### src/rtl/ram_dual_write_ctrl.sv
// ram_dual_write_ctrl: write-side frame controller for the ram_dual RAM.
// Packs a delimited byte stream into a circular buffer of 2^ADDR_WIDTH
// entries, drops frame tails beyond MAX_FRAME, tracks free space via
// credits returned by the read side and hands one descriptor per frame
// to the read-side sequencer.
module ram_dual_write_ctrl #(
  parameter int DATA_WIDTH = 8,
  parameter int ADDR_WIDTH = 6,
  parameter int MAX_FRAME  = 32
) (
  input  logic                  write_clock,
  input  logic                  reset,
  input  logic [DATA_WIDTH-1:0] in_data,
  input  logic                  in_valid,
  input  logic                  in_last,
  output logic                  in_ready,
  output logic [DATA_WIDTH-1:0] data,
  output logic [ADDR_WIDTH-1:0] write_addr,
  output logic                  we,
  input  logic                  release_en,
  input  logic [ADDR_WIDTH:0]   release_len,
  output logic                  desc_valid,
  input  logic                  desc_ready,
  output logic [ADDR_WIDTH-1:0] desc_start,
  output logic [ADDR_WIDTH:0]   desc_len,
  output logic                  desc_trunc,
  output logic [ADDR_WIDTH:0]   free_count,
  output logic                  release_err
);

  localparam int DEPTH = 1 << ADDR_WIDTH;
  localparam int CW    = ADDR_WIDTH + 1;  // counts 0..DEPTH
  localparam int SW    = ADDR_WIDTH + 2;  // credit sum headroom

  localparam logic [ADDR_WIDTH-1:0] ADDR_ONE  = 1;
  localparam logic [CW-1:0]         COUNT_ONE = 1;
  localparam logic [CW-1:0]         COUNT_MAX = CW'(MAX_FRAME);
  localparam logic [CW-1:0]         FREE_FULL = CW'(DEPTH);
  localparam logic [SW-1:0]         SUM_FULL  = SW'(DEPTH);

  typedef enum logic [1:0] {
    IDLE,
    FILL,
    DROP,
    DESC
  } state_t;

  state_t                state;
  logic [ADDR_WIDTH-1:0] wptr;
  logic [CW-1:0]         count;      // bytes written for the current frame

  logic                  accept;
  logic                  write_accept;
  logic [CW-1:0]         count_inc;
  logic                  at_max;
  logic [SW-1:0]         free_sum;
  logic                  free_ovf;

  // Ready depends only on state and credits; held low during reset.
  always_comb begin
    // NOTE: default first so every path assigns in_ready and no latch is inferred.
    in_ready = 1'b0;
    if (!reset) begin
      case (state)
        IDLE, FILL: in_ready = (free_count != '0);
        DROP:       in_ready = 1'b1;
        default:    in_ready = 1'b0;
      endcase
    end
  end

  // Accept qualification, byte counting and credit arithmetic.
  always_comb begin
    accept       = in_valid && in_ready;
    write_accept = accept && ((state == IDLE) || (state == FILL));
    count_inc    = count + COUNT_ONE;
    at_max       = (count_inc == COUNT_MAX);
    free_sum     = {1'b0, free_count}
                 - {{(SW-1){1'b0}}, write_accept}
                 + (release_en ? {1'b0, release_len} : '0);
    free_ovf     = (free_sum > SUM_FULL);
  end

  // RAM write port and write pointer: one registered write per writing accept.
  always_ff @(posedge write_clock) begin
    if (reset) begin
      // NOTE: sequential state uses non-blocking assignments so all registers
      // sample their inputs from the same pre-edge values.
      we         <= 1'b0;
      data       <= '0;
      write_addr <= '0;
      wptr       <= '0;
    end else begin
      we <= write_accept;
      if (write_accept) begin
        data       <= in_data;
        write_addr <= wptr;
        wptr       <= wptr + ADDR_ONE;  // wraps modulo the buffer depth
      end
    end
  end

  // Free-space credits: writes consume, releases return, overflow saturates.
  always_ff @(posedge write_clock) begin
    if (reset) begin
      free_count  <= FREE_FULL;
      release_err <= 1'b0;
    end else if (free_ovf) begin
      free_count  <= FREE_FULL;
      release_err <= 1'b1;
    end else begin
      free_count  <= free_sum[CW-1:0];
    end
  end

  // Frame state machine with registered descriptor outputs.
  always_ff @(posedge write_clock) begin
    if (reset) begin
      state      <= IDLE;
      count      <= '0;
      desc_valid <= 1'b0;
      desc_start <= '0;
      desc_len   <= '0;
      desc_trunc <= 1'b0;
    end else begin
      case (state)
        IDLE: begin
          if (accept) begin
            desc_start <= wptr;
            count      <= count_inc;
            if (in_last) begin
              state      <= DESC;
              desc_valid <= 1'b1;
              desc_len   <= count_inc;
              desc_trunc <= 1'b0;
            end else if (at_max) begin
              state <= DROP;
            end else begin
              state <= FILL;
            end
          end
        end

        FILL: begin
          if (accept) begin
            count <= count_inc;
            if (in_last) begin
              // Last byte landing exactly on MAX_FRAME is not a truncation.
              state      <= DESC;
              desc_valid <= 1'b1;
              desc_len   <= count_inc;
              desc_trunc <= 1'b0;
            end else if (at_max) begin
              state <= DROP;
            end
          end
        end

        DROP: begin
          // Bytes are consumed without writing; count stays at MAX_FRAME.
          if (accept && in_last) begin
            state      <= DESC;
            desc_valid <= 1'b1;
            desc_len   <= count;
            desc_trunc <= 1'b1;
          end
        end

        DESC: begin
          // Descriptor fields hold until the consumer takes them.
          if (desc_ready) begin
            state      <= IDLE;
            desc_valid <= 1'b0;
            desc_trunc <= 1'b0;
            count      <= '0;
          end
        end

        default: state <= IDLE;
      endcase
    end
  end

endmodule
### config.mk
export PLATFORM = sky130hd
export DESIGN_NAME = ram_dual_write_ctrl
export DESIGN_NICKNAME = d
export VERILOG_FILES = /design/src/rtl/ram_dual_write_ctrl.sv
export SDC_FILE = /design/constraint.sdc
export NUM_CORES = 1
export LEC_CHECK = 0
export ABC_AREA = 1
export CORE_MARGIN = 4
export CORE_UTILIZATION = 28
export CTS_CLUSTER_DIAMETER = 80
export DETAILED_ROUTE_END_ITERATION = 12
export PLACE_DENSITY_LB_ADDON = 0.05
export SYNTH_ARGS = -nofsm -noshare
export SYNTH_HDL_FRONTEND = slang
export SYNTH_SLANG_ARGS = --single-unit
### constraint.sdc
create_clock -name write_clock -period 6 [get_ports write_clock]
set_clock_uncertainty 0.05 [all_clocks]
set_input_delay 1.2 -clock write_clock [delete_from_list [all_inputs] [get_ports write_clock]]
set_output_delay 1.2 -clock write_clock [all_outputs]
set_load 0.005 [all_outputs]
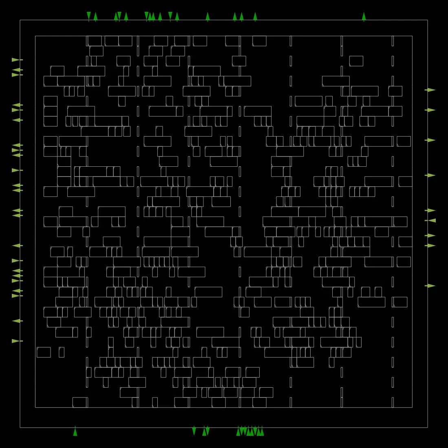
**Above:** placement view.
Core Region: 0.0103 sq mm
tap cell count: 136
flop count: 53

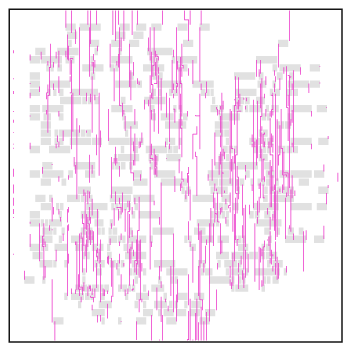
**Above:** the metal 2 layer.
Drawn at 3 px/um. Cells faint in the background.
The layer holds 45% of the routed length. The wires run mostly vertical. The longest straight run is 48.6 um. The layer carries 3250 um of wire. 373 nets have wire on it.

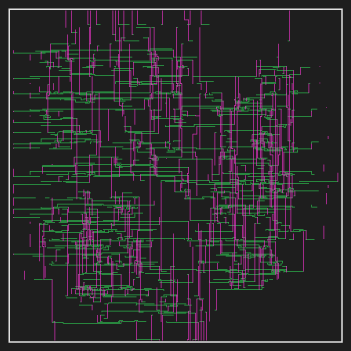
**Above:** routed metal, one colour a layer.
Drawn at 3 px/um. Only two layers are drawn.
Key: metal 1 = green [wire length 3760 um]; metal 2 = magenta [wire length 3250 um]

==> results.py <==
# Auto-generated metrics
metrics = {
    "yosys": {
        "syn_avg_cell_area_sq_um": 7.22,
        "ys_area_sq_mm": 0.00294,
        "ys_types": 37,
        "yosys.area.top_type_share": 0.361,
        "top_cells_by_area": "dfxtp_1 (36%), nand2_1 (9.1%), ha_1 (8.9%)",
        "netlist_area_sq_mm": 0.00294,
        "synthCells": 407,
        "yosysMostFrequentCell": "nand2_1",
        "yosysCellCount": 407,
        "ys_seq_frac": 0.361,
        "ys_warn_count": 0,
        "syn-num-nets": 450,
        "synth-edff-count": 0,
        "postSynth.asyncResetShare": 0,
        "ys_ff": 53,
        "yosysTopAreaCell": "dfxtp_1",
        "top_cells_by_count": "nand2_1 (71), inv_1 (57), dfxtp_1 (53)",
        "flop_cell": "dfxtp_1",
    },
    "global_routing": {
        "grt_max_degree": 40,
        "antenna_found_initial": 0,
        "grt_pass1_vias": 2540,
        "grt_pass1_wl_um": 12300,
        "grt_use_total": 0.121,
        "grt-ovfl-total": 0,
    },
    "power_and_ir_drop": {
        "switching_power_uw": 666,
        "power_frac_seq": 0.326,
        "p_leak_nw": 1.66,
        "ir_drop_mv": 0.141,
        "switching_share": 0.434,
        "p_clk_frac": 0.141,
        "power.internal_uw": 869,
        "powerDensity_mw_per_mm2": 412,
        "comb_power_share": 0.533,
    },
    "die": {
        "io_pins": 60,
        "die_h_um": 110,
        "die_x_um": 110,
        "dieArea_sq_mm": 0.0122,
        "row_count": 37,
        "fp_util": 0.286,
    },
    "clock_network": {
        "clkTransAtPathRegs_ns": 0.10,
        "clk_path_buf_depth": 2,
        "cts_tree": "done",
        "cts.repair.resized": 0,
        "htree_num_levels": 2,
        "clkSinkCount": 53,
        "postCtsSetupRepairBufs": 0,
        "holdBufCountCts": 0,
        "clk_latency_ns": 0.31,
        "cts_buffers": 5,
    },
    "timing": {
        "period_used_share": 0.695,
        "drv_slew": 0,
        "fin_crit_ns": 4.17,
        "fmax_mhz": 240,
        "relSlewSlack": 0.495,
        "setup_tns_ns": 0,
        "hold_viol_final": 0,
        "worstMarginPinSlew_ns": 0.754,
        "setup_viol": 0,
        "fin_ws_ns": 1.83,
    },
    "critical_path": {
        "path_class": "in -> reg",
        "crit_buf_inv": 3,
        "cp_slowest_stage_delay_ns": 0.67,
        "cp-end-kind": "register",
        "worst_ep_required_time_ns": 6.20,
        "setup.worst_path.start_class": "primary input",
        "path_cells": "clkdlybuf4s50_1, nor2_4, nand3_4, nor2_8, ha_1, inv_1, ha_1, fa_1, inv_1, nand2_1, nor2_1, nand3_1, nor2_1, nand2_1, nand2_1, nand3_2, nor2_1",
        "slowest_stage": "clkdlybuf4s50_1",
        "crit_arrival_ns": 4.36,
    },
    "job": {
        "warnings": 30,
        "maxCapViolations": 0,
    },
    "outcome": {
        "outcome": "completed",
    },
    "routing": {
        "drc": 0,
        "drtPass1Iterations": 4,
        "wirelength_um": 7290,
        "wl_per_cell_um": 12.2,
        "num_vias": 2609,
        "via_per_inst": 4.36,
        "final_antenna_net_count": 0,
    },
    "placement": {
        "dp.cells": 591,
        "post-place-ws_ns": 1.47,
        "gp_congestion": 0.865,
    },
    "finish": {
        "instances_no_fill": 599,
        "area_growth_pct": 26.7,
        "antennaDiodeCount": 0,
        "drive_gt1_frac": 0.0886,
        "fin_nets": 505,
        "fill_cells": 1096,
    },
    "worst_hold_path": {
        "hold_path_class": "reg -> reg",
    },
}
-- path summary, 6_finish.rpt --
check | start | end | slack, ns | depth (start not counted)
max | reset | free_count[4] | 1.83 | 17
min | desc_valid | desc_valid | 0.42 | 2
max reg2reg | state[0] | free_count[4] | 2.91 | 16
min reg2reg | desc_valid | desc_valid | 0.42 | 2
-- registers in the layout, summed over array words and instances, names as in the netlist --
name,count
desc_valid,1
state,2
desc_len,7
count,7
data,8
write_addr,6
desc_start,6
we,1
free_count,7
desc_trunc,1
wptr,6
release_err,1
-- area by class of cell --
class                   instances  area (sq um)  share of cell area
clock buffers                   5          68.8              0.0185
clock inverters                 3          26.3             0.00706
inverters                      66           248              0.0666
multi-input cells             276          1550               0.416
flip-flops and latches         53          1060               0.285
well taps                     136           170              0.0457
repair buffers                 60           598               0.161
-- cells by family (layout without fill, tap and decap cells) --
kind of cell             count (synthesis)  in the layout  synth area share
AND-OR/OR-AND                           78             78             0.144
adder cells (fa/ha/maj)                 22             22            0.0963
flip-flops                              53             53             0.361
AND/OR/NAND/NOR                        172            172             0.275
XOR/XNOR                                 4              4            0.0119
buffers and inverters                   78            134             0.111
-- tightest hold or removal path, delay by kind of cell, from the launching register on --
| family | cells | cell delay, ns |
|---|---|---|
| AND-OR/OR-AND | 1 | 0.05 |
| AND/OR/NAND/NOR | 1 | 0.06 |
| flip-flops | 1 | 0.33 |
-- power groups by stage --
stage | Combinational (mW) | Clock [mW] | Sequential [mW]
global route | 0.942 | 0.244 | 0.513
CTS | 0.832 | 0.228 | 0.501
finish | 0.818 | 0.217 | 0.499
floorplan | 0.578 | 0 | 0.496
global placement | 0.835 | 0 | 0.512
detailed placement | 0.825 | 0 | 0.507
-- routing by layer --
layer / vias up / track usage / wire length [um] / share of wire
met5: - / 0 / 0 / 0
met4: 0 / 0.0263 / 72 / 0.0099
met3: 4 / 0.0296 / 209 / 0.029
met2: 42 / 0.193 / 3250 / 0.45
met1: 1152 / 0.166 / 3760 / 0.52
li1: 1411 / - / - / -
-- through the flow --
| stage | util | area [sq um] | hold slack [ns] | total power, mW |
|---|---|---|---|---|
| finish | 0.362 | 3720 | 0.425 | 1.53 |
| global route | 0.362 | 3720 | 0.463 | 1.70 |
| CTS | 0.362 | 3720 | 0.436 | 1.56 |
| detailed placement | 0.353 | 3630 | 0.420 | 1.33 |
| global placement | 0.353 | 3630 | 0.421 | 1.35 |
| floorplan | - | 2940 | 0.399 | 1.07 |
-- placed cells by master, fill, tap and decap left out, types with 3 or more instances in the layout --
| cell type | count |
|---|---|
| o21ai_1 | 21 |
| clkdlybuf4s50_1 | 59 |
| a21oi_1 | 33 |
| nor2_2 | 4 |
| nand2_1 | 71 |
| ha_1 | 21 |
| clkbuf_8 | 5 |
| nand3_1 | 22 |
| o21ai_0 | 13 |
| inv_1 | 57 |
| nand4_1 | 6 |
| dfxtp_1 | 53 |
| inv_2 | 9 |
| a31oi_1 | 6 |
| nor3_1 | 4 |
| nor2_1 | 46 |
| nand2_2 | 7 |
| xor2_1 | 3 |
Power figures rest on the tool's default switching activity, not on a simulated workload.
